===== src/rtl/fetch_redirect_unit_if.sv =====
// Fetch redirect bus: hazard/redirect inputs, imem handshake and fetch outputs.
// The slave side is the fetch unit; the master side drives redirects and imem.
interface fetch_redirect_unit_if #(
  parameter int WIDTH = 32,
  parameter int CNT_W = 8
);
  logic             StallF;
  logic             BranchTakenE;
  logic [WIDTH-1:0] BranchTargetE;
  logic             PCSrcW;
  logic [WIDTH-1:0] ResultW;
  logic             ImemReady;
  logic [WIDTH-1:0] PCF;
  logic             ImemReq;
  logic             FetchValidF;
  logic             FlushD;
  logic             FlushE;
  logic [CNT_W-1:0] RedirectCount;

  modport master (
    output StallF, BranchTakenE, BranchTargetE,
    output PCSrcW, ResultW, ImemReady,
    input  PCF, ImemReq, FetchValidF,
    input  FlushD, FlushE, RedirectCount
  );

  modport slave (
    input  StallF, BranchTakenE, BranchTargetE,
    input  PCSrcW, ResultW, ImemReady,
    output PCF, ImemReq, FetchValidF,
    output FlushD, FlushE, RedirectCount
  );
endinterface


===== src/rtl/fetch_redirect_unit.sv =====
// Fetch PC owner: applies execute/writeback redirects, flushes D/E,
// and parks a redirect while an imem access is still outstanding.
module fetch_redirect_unit #(
  parameter int              WIDTH    = 32,
  parameter logic [WIDTH-1:0] RESET_PC = '0,
  parameter int              PC_INC   = 4,
  parameter int              CNT_W    = 8
) (
  input logic                  clk,
  input logic                  rst,
  fetch_redirect_unit_if.slave bus
);

  typedef enum logic [1:0] {
    IDLE,
    RUN,
    WAIT,
    DRAIN
  } state_e;

  localparam logic [WIDTH-1:0] Inc = WIDTH'(PC_INC);
  localparam logic [CNT_W-1:0] CntMax = '1;

  state_e           state_q, state_d;
  logic [WIDTH-1:0] pc_q, pc_d;
  logic [WIDTH-1:0] pend_q, pend_d;
  logic [CNT_W-1:0] cnt_q, cnt_d;

  logic             redir;
  logic [WIDTH-1:0] target;
  logic             req;
  logic             fvalid;
  logic             rdy;

  assign redir  = bus.PCSrcW | bus.BranchTakenE;
  assign target = bus.PCSrcW ? bus.ResultW
                             : bus.BranchTargetE;
  assign rdy    = bus.ImemReady;

  always_comb begin
    state_d = state_q;
    pc_d    = pc_q;
    pend_d  = pend_q;
    req     = 1'b0;
    fvalid  = 1'b0;
    unique case (state_q)
      IDLE: state_d = RUN;
      RUN, WAIT: begin
        req = 1'b1;
        unique case (1'b1)
          redir & rdy: begin
            pc_d    = target;
            state_d = RUN;
          end
          redir & ~rdy: begin
            pend_d  = target;
            state_d = DRAIN;
          end
          ~redir & ~rdy: state_d = WAIT;
          ~redir & rdy & bus.StallF: state_d = RUN;
          ~redir & rdy & ~bus.StallF: begin
            pc_d    = pc_q + Inc;
            fvalid  = 1'b1;
            state_d = RUN;
          end
          default: state_d = state_q;
        endcase
      end
      DRAIN: begin
        req = 1'b1;
        if (redir) pend_d = target;
        // The drained response is dropped; the newest redirect wins.
        if (rdy) begin
          pc_d    = redir ? target : pend_q;
          state_d = RUN;
        end
      end
      default: state_d = IDLE;
    endcase
  end

  always_comb begin
    cnt_d = cnt_q;
    if (redir && state_q != IDLE && cnt_q != CntMax)
      cnt_d = cnt_q + 1'b1;
  end

  always_ff @(posedge clk) begin
    if (rst) begin
      state_q <= IDLE;
      pc_q    <= RESET_PC;
      pend_q  <= '0;
      cnt_q   <= '0;
    end else begin
      state_q <= state_d;
      pc_q    <= pc_d;
      pend_q  <= pend_d;
      cnt_q   <= cnt_d;
    end
  end

  assign bus.PCF           = pc_q;
  assign bus.ImemReq       = req & ~rst;
  assign bus.FetchValidF   = fvalid & ~rst;
  assign bus.FlushD        = redir & ~rst;
  assign bus.FlushE        = redir & ~rst;
  assign bus.RedirectCount = cnt_q;

endmodule


===== src/flat_wrapper.sv =====
// flat-port wrapper written by rule: the top's interface ports become plain ports
module fetch_redirect_unit_flat 
#(
  parameter int              WIDTH    = 32,
  parameter logic [WIDTH-1:0] RESET_PC = '0,
  parameter int              PC_INC   = 4,
  parameter int              CNT_W    = 8
)
  (clk, rst, bus_StallF, bus_BranchTakenE, bus_BranchTargetE, bus_PCSrcW, bus_ResultW, bus_ImemReady, bus_PCF, bus_ImemReq, bus_FetchValidF, bus_FlushD, bus_FlushE, bus_RedirectCount);
  fetch_redirect_unit_if #(.WIDTH(WIDTH), .CNT_W(CNT_W)) bus_i ();
  input logic clk;
  input logic rst;
  input wire logic [$bits(bus_i.StallF)-1:0] bus_StallF;
  input wire logic [$bits(bus_i.BranchTakenE)-1:0] bus_BranchTakenE;
  input wire logic [$bits(bus_i.BranchTargetE)-1:0] bus_BranchTargetE;
  input wire logic [$bits(bus_i.PCSrcW)-1:0] bus_PCSrcW;
  input wire logic [$bits(bus_i.ResultW)-1:0] bus_ResultW;
  input wire logic [$bits(bus_i.ImemReady)-1:0] bus_ImemReady;
  output wire logic [$bits(bus_i.PCF)-1:0] bus_PCF;
  output wire logic [$bits(bus_i.ImemReq)-1:0] bus_ImemReq;
  output wire logic [$bits(bus_i.FetchValidF)-1:0] bus_FetchValidF;
  output wire logic [$bits(bus_i.FlushD)-1:0] bus_FlushD;
  output wire logic [$bits(bus_i.FlushE)-1:0] bus_FlushE;
  output wire logic [$bits(bus_i.RedirectCount)-1:0] bus_RedirectCount;
  assign bus_i.StallF = bus_StallF;
  assign bus_i.BranchTakenE = bus_BranchTakenE;
  assign bus_i.BranchTargetE = bus_BranchTargetE;
  assign bus_i.PCSrcW = bus_PCSrcW;
  assign bus_i.ResultW = bus_ResultW;
  assign bus_i.ImemReady = bus_ImemReady;
  assign bus_PCF = bus_i.PCF;
  assign bus_ImemReq = bus_i.ImemReq;
  assign bus_FetchValidF = bus_i.FetchValidF;
  assign bus_FlushD = bus_i.FlushD;
  assign bus_FlushE = bus_i.FlushE;
  assign bus_RedirectCount = bus_i.RedirectCount;
  fetch_redirect_unit #(.WIDTH(WIDTH), .RESET_PC(RESET_PC), .PC_INC(PC_INC), .CNT_W(CNT_W)) u_core (.clk(clk), .rst(rst), .bus(bus_i));
endmodule

===== config.mk =====
export PLATFORM = sky130hd
export DESIGN_NAME = fetch_redirect_unit_flat
export DESIGN_NICKNAME = d
export VERILOG_FILES = /design/src/rtl/fetch_redirect_unit_if.sv /design/src/rtl/fetch_redirect_unit.sv /design/src/flat_wrapper.sv
export SDC_FILE = /design/constraint.sdc
export NUM_CORES = 1
export LEC_CHECK = 0
export ABC_AREA = 1
export CAP_MARGIN = 20
export CORE_UTILIZATION = 35
export DETAILED_ROUTE_END_ITERATION = 10
export GPL_ROUTABILITY_DRIVEN = 0
export MAX_ROUTING_LAYER = met4
export SKIP_LAST_GASP = 1
export SLEW_MARGIN = 20
export SYNTH_ARGS = -nofsm -noshare
export SYNTH_HDL_FRONTEND = slang
export SYNTH_SLANG_ARGS = --single-unit

===== constraint.sdc =====
create_clock -name clk -period 1.8 [get_ports clk]
set_input_delay 0.27 -clock clk [delete_from_list [all_inputs] [get_ports clk]]
set_output_delay 0.27 -clock clk [all_outputs]
set_load 0.01 [all_outputs]

### Met3 routing

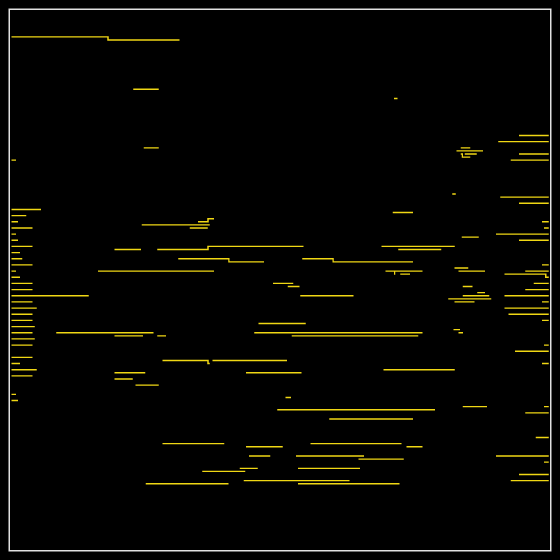
nets with wire on the layer: 105
wire length on this layer: 952 microns
share of all routed wire: 6.0%
main direction: horizontal
final wirelength: 16000 microns
met3 usage: 3.88%
via count: 5533

### Selected gate families

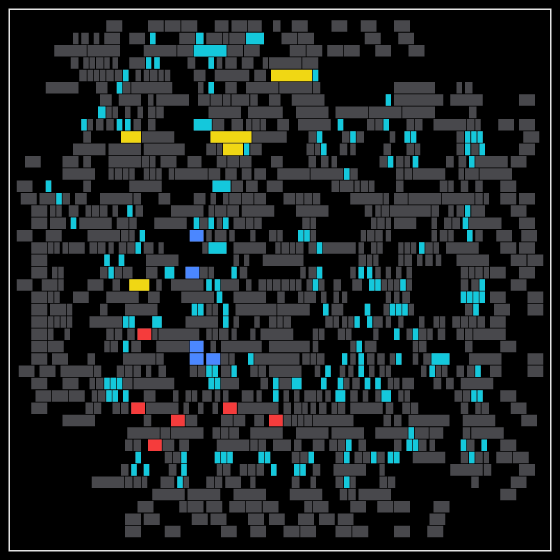
[nor cells] cyan | cells: 149 | where: widely spread
[xor and xnor cells] red | cells: 6
[fa/ha/maj cells] yellow | cells: 5 | where: north
[non-inverting ao/oa cells] blue | cells: 5
logic share of the area: 42.8%
Final Instance Count excl. Fillers: 1096
most common logic cell in the routed design: nand2_1

==> run summary <==
Status -> completed
FF-to-FF Start -> u_core.state_q[0]$_SDFFE_PP0P_
Cells after Synth -> 767
CP Capture Point -> bus_ImemReq
Worst-path fanout max -> 2
Fillcell total -> 1298
Final instance area -> 7030 sq um
Met1 Track Usage GR -> 27.3%
Worst-path clk slew -> 0.06 ns
Placed instance count -> 1069
Worst Hold Endpoint -> u_core.bus.RedirectCount[4]$_SDFFE_PP0P_
IO Count -> 114
Synth Net Count -> 842
Core Region -> 13300 sq um
Inverters excl. clock -> 56
Crit path kind -> register to output port
Clock power frac -> 33.7%
YS chip area -> 4800 sq um
Fraction of cell area in non-clock buffers -> 25.6%
Fin. max-slew vios -> 0
Crit Reg-Reg Endpoint -> u_core.pend_q[18]$_SDFFE_PP0P_
R2R depth -> 11
Registers -> 74
Hold WC Path Type -> register to register
Highest routed layer -> met4
CP Cell Sequence -> inv_2 > buf_4 > ha_1 > nor2_1 > dlygate4sd2_1
Cts hold-fix bufs -> 0
Max stage delay cell, worst path -> dfxtp_2
WL met2 -> 7670 microns
Power Internal -> 3.82 mW
1st-pass router iterations -> 5
Cell variety after synth -> 32
Fp util -> 36.1%
Comb. cell area -> 3010 sq um
Post-synth top cells -> nand2_1, nor2_1, o21ai_0
Nets -> 990
Final setup skew -> 0.00816 ns
R2R Setup Slk -> 0.02 ns
CTS tree -> done
Initial antenna violation count -> 0
Final HPWL DP -> 10900 microns
Number of cells on the critical path -> 5
Clk_lat worst skew -> 0.35 ns
Mean area per synthesized cell -> 6.26 sq um
Min cycle time layout -> 1.79 ns
Worst slew pin tran -> 0.355 ns
Mux area share -> 5.21%
XOR-XNOR Cells, Area Fraction -> 1.09%
H-tree Lvls -> 3
Top power group -> registers
Vias in the first global route -> 5169
Area share, top type -> 30.8%
Wire per inst -> 14.6 microns
Congestion Overflow GR -> 0
RSZ-0062 raised after global routing -> true
Power per Cell Area -> 788 nW/um^2
Pleak -> 2.83 nW
Endpoint class of the critical path -> output port
Switch share -> 31.0%
Met3 routed WL -> 952 microns
Worst vdd ir -> 0.403 mV
Routed Antenna Nets -> 0
Register area -> 1480 sq um
Sequential Power Share -> 36.8%
Adder share -> 1.30%
Util after Layout -> 52.9%
CTS Root Cell -> clkbuf_16
Most numerous cell in the Yosys netlist -> nand2_1
Yosys Instances -> 767
Synth area leader -> dfxtp_1
DP Area -> 6420 sq um
Largest net degree at the start of global routing -> 73
Setup WS pre-CTS -> -0.193 ns
P_clk -> 1.87 mW
TAP cells -> 176
Share of layout cells above drive strength 1 -> 12.7%
Total negative slack -> 0 ns
Top cells excl fill/tap -> nand2_1, nor2_1, clkdlybuf4s50_1
First-pass GRT wire length -> 24400 microns
Worst Path Arrival -> 1.52 ns
Max cap viols -> 0
# diodes -> 0
Residual DRC -> 0
Sw Pwr -> 1.72 mW
Die W -> 119 microns
Simple-Gate Area Share -> 30.2%
Yosys aoi share -> 22.8%
Final Total Pwr -> 5.54 mW
Final worst-path cycle share -> 99.4%
Via density -> 5.05
Seq area share -> 21.1%
Final hold vios -> 0
Log Warnings -> 30
Fmax -> 559 MHz
Post-synth regs -> 74
Num CTS Buffers -> 9
Worst path bufs/invs -> 3
Relative slew slack -> 76.2%
Worst setup path start -> u_core.state_q[0]$_SDFFE_PP0P_
Number of buffers on the longest clock path -> 2
Clock-cell share of area -> 4.34%
Yosys warns -> 0
Post-CTS Resized -> 10
Overall routing resource usage -> 22.1%
Final setup viols -> 0
Post-synth EDFFs -> 0
CP Launch Type -> register
Setup WS post-layout -> 0.0107 ns
Comb power frac -> 29.5%
Syn Std Cell Area -> 4800 sq um
Metal-1 WL -> 7120 microns
Clk sinks -> 74
Main logic family after synthesis -> simple AND/OR/NAND/NOR gates
Slowest Stage Delay on Critical Path -> 0.33 ns
Comb gates -> 599
Number of non-clock buffers -> 175
Hold wc startpoint -> u_core.bus.RedirectCount[4]$_SDFFE_PP0P_
Die height -> 119 microns
Area grow syn2layout -> 46.4%
Cells on Worst Hold Path -> 2
P_seq -> 2.04 mW
Full die area -> 14200 sq um
### Signal wires on met2

The bar under the picture is 20 microns long.
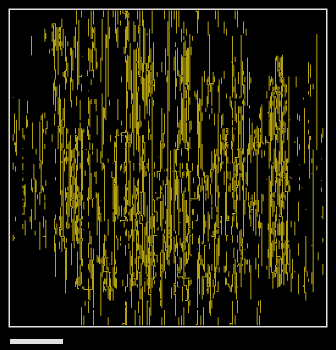
longest straight run: 55.1 microns
share of all routed wire: 48%
met2 GRT Util: 35.9%

No activity file was given, so power comes from the tool's default toggle rates.
